**Cell placement**

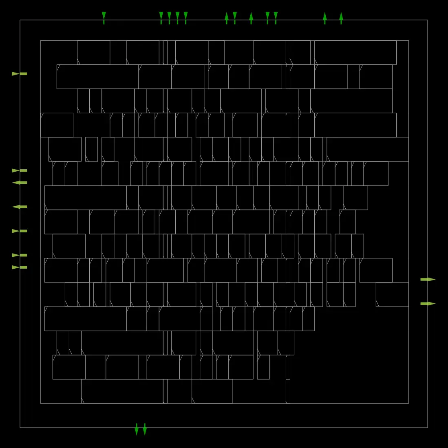
**Met1 routing**

Scale bar: 10 um. Supply wires on this layer in gray. Cells faint in the background.
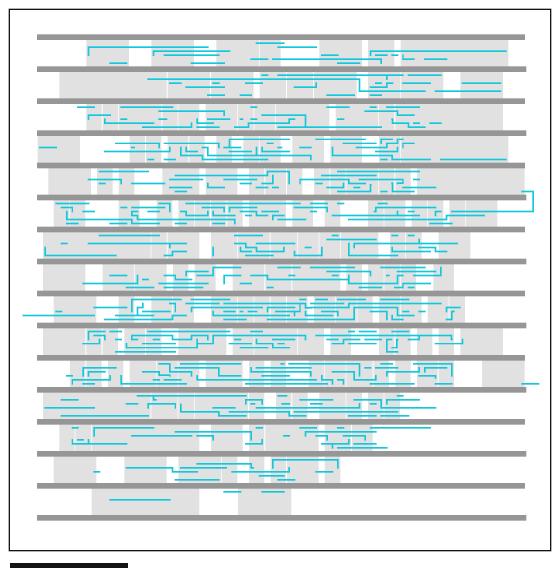
**Clock wires, drivers and flops**

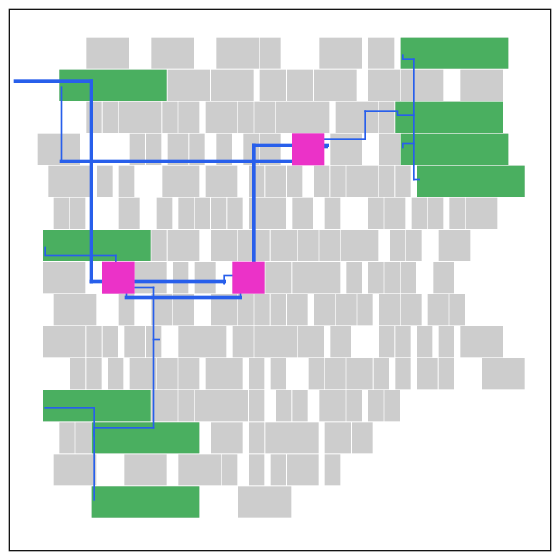
### src/rtl/counter_pkg.sv
// -----------------------------------------------------------------------------
// counter_pkg
// Shared definitions for the parametrised up/down counter.
//   DIR_UP / DIR_DOWN : encoding of the up_down input.
//   phase_width()     : bit width for a prescaler phase counter of a given
//                       modulus. It never returns less than 1.
// -----------------------------------------------------------------------------
package counter_pkg;

    localparam logic DIR_UP   = 1'b1;
    localparam logic DIR_DOWN = 1'b0;

    // Width for a phase counter that covers 0..prescale-1.
    function automatic int unsigned phase_width(input int unsigned prescale);
        int unsigned w;
        w = (prescale > 1) ? $clog2(prescale) : 1;
        return w;
    endfunction

endpackage

### src/rtl/counter_prescaler.sv
// -----------------------------------------------------------------------------
// counter_prescaler
// Clock-enable divider. It produces a one-cycle tick once per PRESCALE cycles
// in which en is high. The phase holds while en is low, so a paused count
// resumes without losing its position.
//
// Ports:
//   clk    in   clock, rising edge
//   reset  in   asynchronous active-high reset; phase returns to 0
//   en     in   advance the phase this cycle
//   clear  in   synchronous phase clear; takes priority over en
//   tick   out  high when en is high and the phase is at PRESCALE-1
// -----------------------------------------------------------------------------
module counter_prescaler
    import counter_pkg::*;
#(
    parameter int unsigned PRESCALE = 1
) (
    input  logic clk,
    input  logic reset,
    input  logic en,
    input  logic clear,
    output logic tick
);

    if (PRESCALE <= 1) begin : g_bypass
        // Every enabled cycle is a tick, so no state is needed.
        logic unused_inputs;
        assign unused_inputs = ^{clk, reset, clear};
        assign tick          = en;
    end else begin : g_divide
        localparam int unsigned PhaseW = phase_width(PRESCALE);
        localparam logic [PhaseW-1:0] LastPhase = PhaseW'(PRESCALE - 1);
        localparam logic [PhaseW-1:0] PhaseOne  = PhaseW'(1);

        logic [PhaseW-1:0] phase_q;
        logic [PhaseW-1:0] phase_d;
        logic              at_last;

        assign at_last = (phase_q == LastPhase);
        assign tick    = en & at_last;

        always_comb begin
            phase_d = phase_q;
            if (clear) begin
                phase_d = '0;
            end else if (en) begin
                phase_d = at_last ? '0 : (phase_q + PhaseOne);
            end
        end

        always_ff @(posedge clk or posedge reset) begin
            if (reset) begin
                phase_q <= '0;
            end else begin
                phase_q <= phase_d;
            end
        end
    end

endmodule

### src/rtl/updown_counter_param.sv
// -----------------------------------------------------------------------------
// updown_counter_param
// Parametrised up/down counter over the range 0..MAX_VALUE. It supports a
// synchronous clamped load, a count enable, an optional prescaler, and either
// wrap or saturate behaviour at the range ends.
//
// Parameters:
//   WIDTH      counter width in bits (>= 2)
//   MAX_VALUE  top of the count range (1 .. 2**WIDTH-1)
//   PRESCALE   enabled cycles per count step (>= 1)
//   SATURATE   0 = wrap at the range ends, 1 = hold at the range ends
//
// Ports:
//   clk         in   clock, rising edge
//   reset       in   asynchronous active-high reset
//   en          in   count enable; counter and prescaler hold while low
//   up_down     in   1 = count up, 0 = count down
//   load        in   synchronous load; overrides counting
//   load_value  in   load data, clamped to MAX_VALUE
//   count       out  registered count
//   tc          out  terminal count: this cycle's step hits a range end
//   wrapped     out  registered one-cycle pulse after a wrap
// -----------------------------------------------------------------------------
module updown_counter_param
    import counter_pkg::*;
#(
    parameter int unsigned WIDTH     = 8,
    parameter int unsigned MAX_VALUE = 2 ** WIDTH - 1,
    parameter int unsigned PRESCALE  = 1,
    parameter bit          SATURATE  = 1'b0
) (
    input  logic             clk,
    input  logic             reset,
    input  logic             en,
    input  logic             up_down,
    input  logic             load,
    input  logic [WIDTH-1:0] load_value,
    output logic [WIDTH-1:0] count,
    output logic             tc,
    output logic             wrapped
);

    localparam logic [WIDTH-1:0] MaxVal   = WIDTH'(MAX_VALUE);
    localparam logic [WIDTH-1:0] CountOne = WIDTH'(1);

    logic [WIDTH-1:0] count_q;
    logic [WIDTH-1:0] count_d;
    logic             wrapped_q;
    logic             wrapped_d;

    logic             tick;
    logic             step;
    logic             at_max;
    logic             at_zero;
    logic [WIDTH-1:0] load_clamped;

    // A load restarts the prescaler so the next step is a full period away.
    counter_prescaler #(
        .PRESCALE (PRESCALE)
    ) u_prescaler (
        .clk   (clk),
        .reset (reset),
        .en    (en),
        .clear (load),
        .tick  (tick)
    );

    assign step    = en & tick;
    assign at_max  = (count_q == MaxVal);
    assign at_zero = (count_q == '0);

    assign load_clamped = (load_value > MaxVal) ? MaxVal : load_value;

    // tc ignores load: it flags the boundary step even if a load pre-empts it.
    assign tc = step & (((up_down == DIR_UP) & at_max) |
                        ((up_down == DIR_DOWN) & at_zero));

    always_comb begin
        count_d   = count_q;
        wrapped_d = tc & (SATURATE == 1'b0) & ~load;
        if (load) begin
            count_d = load_clamped;
        end else if (step) begin
            if (up_down == DIR_UP) begin
                if (at_max) begin
                    count_d = SATURATE ? count_q : '0;
                end else begin
                    count_d = count_q + CountOne;
                end
            end else begin
                if (at_zero) begin
                    count_d = SATURATE ? count_q : MaxVal;
                end else begin
                    count_d = count_q - CountOne;
                end
            end
        end
    end

    always_ff @(posedge clk or posedge reset) begin
        if (reset) begin
            count_q   <= '0;
            wrapped_q <= 1'b0;
        end else begin
            count_q   <= count_d;
            wrapped_q <= wrapped_d;
        end
    end

    assign count   = count_q;
    assign wrapped = wrapped_q;

endmodule
### config.mk
export PLATFORM = sky130hd
export DESIGN_NAME = updown_counter_param
export DESIGN_NICKNAME = d
export VERILOG_FILES = /design/src/rtl/counter_pkg.sv /design/src/rtl/counter_prescaler.sv /design/src/rtl/updown_counter_param.sv
export SDC_FILE = /design/constraint.sdc
export NUM_CORES = 1
export LEC_CHECK = 0
export ABC_AREA = 1
export CAP_MARGIN = 20
export CORE_MARGIN = 2
export CORE_UTILIZATION = 52
export CTS_CLUSTER_DIAMETER = 60
export DETAILED_ROUTE_END_ITERATION = 12
export GPL_ROUTABILITY_DRIVEN = 1
export GPL_TIMING_DRIVEN = 1
export HOLD_SLACK_MARGIN = 0.02
export PLACE_DENSITY = 0.86
export SETUP_SLACK_MARGIN = 0.1
export SYNTH_ARGS = -nofsm -noshare
export SYNTH_HDL_FRONTEND = slang
export SYNTH_SLANG_ARGS = --single-unit
### constraint.sdc
create_clock -name clk -period 2.4 [get_ports clk]
set_input_delay 0.36 -clock clk [delete_from_list [all_inputs] [get_ports clk]]
set_output_delay 0.36 -clock clk [all_outputs]
set_load 0.03 [all_outputs]
==> summary.txt <==
Notes on the physical implementation.

- The run finished with clean final reports.
- The final timing report derives a shortest allowable period of roughly 2.1 ns.
- The synthesized chip area reported by yosys is 909.6 um2, for reference.
- The clock network consumes a total of 0.000126 W.
- The total congestion overflow is 0, for reference.
- The internal power of the cells totals ~0.00036 W.
- Setup repair after global routing left no endpoint under its margin.
- The combinational power reported by the tool is roughly 0.00032 W.
- After routing the design area is 1196 um2.
- The area fraction in compound gates is 9.078%, for reference.
- The biggest cell delay along the critical path is around 0.43 ns, for reference.
- The transition at the pin with the smallest max-transition slack is 0.4746 ns, for reference.
- The vertical die dimension is around 46 um, for reference.
- The DRC violation count after routing is 0, for reference.
- The global-route met2 utilization is 45.63%, for reference.
- In this run the critical register-to-register path is captured at count[1].
- Per report_power, the top consumer among the power groups is combinational logic.
- The worst hold slack is 0.3496 ns, for reference.
- The share of final layout cell area taken by non-clock buffers is ~23%, for reference.
- The synthesized area is 909.6 um2, for reference.
- The post-synth net total is ~160, for reference.
- Summing the areas of all and, or, nand and nor instances in the mapped netlist gives 48.69% of the synthesized area.
- The non-clock buffer total of the final layout is 30, for reference.
- STA classifies the critical path endpoint as a primary output.
- The global-route layer with the greatest usage is met2, for reference.
- The cell count of the worst reg-to-reg path is 4, for reference.
- Per the post-run analysis, buffers plus inverters along the critical path come to 2.
- The biggest fanout along the worst timing path is 6, for reference.
- The via count of the first global-routing pass is 1,020, for reference.
- By area the synthesized netlist is led by sky130_fd_sc_hd__dfrtp_1 (25%), sky130_fd_sc_hd__nand2_1 (17%), sky130_fd_sc_hd__nand3_1 (12%), sky130_fd_sc_hd__nor2_1 (5.8%), sky130_fd_sc_hd__inv_1 (5.0%).
- The type of the tightest min-delay check is in -> async, for reference.
- Entering global routing, the biggest net connects 11 pins.
- The number of clock buffers inserted by TritonCTS is 3, for reference.
- After synthesis, the share of cell area in mux cells is 0%.
- The power consumed by sequential cells is 0.000197 W, for reference.
- On the worst setup and hold paths after CTS, the clock-pin slew comes to 0.07 ns.
- A synthesized cell averages roughly 6.3 um2.
- The leakage component of the power is 0.5935 nW, for reference.
- The critical setup path kind is reg -> out, for reference.
- The worst-case register-to-register setup slack is 0.84 ns, for reference.
- Counting along the longest clock path gives a buffer depth of 2.
- The floorplan report gives the top-level pin count as 23.
- Data on the critical path is required at its endpoint by 2.04 ns.
- Power comes to 0.0006379 W.
- The worst-case max-slew headroom was logged as 67.96%.
- The analysis attributes to net switching a power of 0.0002785 W.
- As logged by OpenROAD, the buffers inserted on ports number 22.
- By count the netlist is led by sky130_fd_sc_hd__nand2_1 (41), sky130_fd_sc_hd__nand3_1 (21), sky130_fd_sc_hd__nor2_1 (14).
- Buffers inserted to repair hold after CTS numbered 0.
- The share of synthesized registers carrying an async set or reset is 100.0%, for reference.
- The flip-flop count of the largest register, all copies and words added is 8, for reference.
- The combinational power share is 49.3%, for reference.
- Multi-input gates account for about half of the area.
- The number of sequential cells reported for the layout is 9.
- According to the floorplan report, the total die area is 2100 um2.
- From synthesis to final layout, the design area changed by 31.50%.
- STA classifies the critical path startpoint as a flop.
- The final worst-path setup slack is 0.3253 ns, for reference.
- The total met3 wirelength after detailed routing is 227 um, for reference.
- Switching power as a fraction of the total was reported as 43.66%.
- VDD sags by at most around 0.39 mV.
- The placed instances occupy a cell area of 1175 um2.
- The number of instances in the synthesized netlist is 144, for reference.
- The routed wirelength normalized by instance count is 14.17 um, for reference.
- The met3 layer usage reported by global route is around 5.6%, for reference.
- In the layout the commonest cells are sky130_fd_sc_hd__nand2_1 (41), sky130_fd_sc_hd__nand3_1 (21), sky130_fd_sc_hd__clkdlybuf4s50_1 (21).
- Looking at the clock tree report, the H-tree level count equals 1.
- For this run, the detailed router's first-pass iteration total came to 4.
- The max-slew violation count is 0, for reference.
- In the final timing run, aggregate negative setup slack is 0 ns.
- The most common cell in the synthesized netlist is sky130_fd_sc_hd__nand2_1.
- The launch instance of the worst register-to-register path is count[1], for reference.
- The dominant delay contributor by cell family on the critical path is simple AND/OR/NAND/NOR gates, for reference.
- For this run, the number of standard cells in the final layout without fillers is about 190.
- The biggest slice of the area belongs to multi-input combinational cells.
- The highest clock rate this design can be run at is 0.4820 GHz.
- The total area of multi-input combinational cells is 580.6 um2, for reference.
- The first global-routing pass estimated 4257 um of wire.
- The detailed-placement wirelength estimate is ~2000 um, for reference.
- In this run the remaining antenna-violating nets after routing total 0.
- The area inside the core boundary is roughly 1700 um2, for reference.
- The dominant register cell in the synthesized netlist is sky130_fd_sc_hd__dfrtp_1, for reference.
- The number of antenna diodes is 0, for reference.
- The arrival time of data at the critical path endpoint is 1.71 ns, for reference.
- The register bit count reported by yosys is 9, for reference.
- In the Yosys report the total cell count is between 100 and 150.
- The core utilization of the finished layout is 70.81%, for reference.
- Routability-driven placement finished with a final weighted congestion of 1.021.
- After detailed routing, no signal wire sits above met4.
- For reference, XOR and XNOR gates occupy 1.926% of the area reported after synthesis.
- In this run the worst setup path begins at count[1].
- After the first detailed-routing iteration, the DRC count stood at 57.
- Wire segments on met2 add up to 1304 um in the final route.
- The synthesized design contains 0 enable-type register cells.
- The worst setup timing slack at the placement stage is ~0.16 ns, for reference.
- The synthesis report lists the Yosys warning total as 0.
- Counting tap cells, the placed design contains a total of 186 instances.
- Per the CTS log, the root buffer master is sky130_fd_sc_hd__clkbuf_4.
- The overall die width is 45.83 um, for reference.
- OpenSTA lists the critical path endpoint as tc.
- TritonCTS reports the number of clock sinks as 9.
Back to the opening pictures, 'cell placement':
proportion of cell area occupied by registers: 18.83%
# Taps: 17
num rows: 15
filler instances: 152

Back to the opening pictures, 'met1 routing':
share of all routed wire: 40%
wire length on this layer: 1,070 um
met1 track demand over resource: 36.21%
wirelength, routed: 2693 um
vias: 1,123

Back to the opening pictures, 'clock wires, drivers and flops':
[magenta] clock drivers | count: 3
[blue] clock wires | length: 165 um
[green] flip-flops | count: 9
flops lie: widely spread
power share of the clock group: 19.8%
worst clock skew: 0.003783 ns

No activity file was given, so power comes from the tool's default toggle rates.
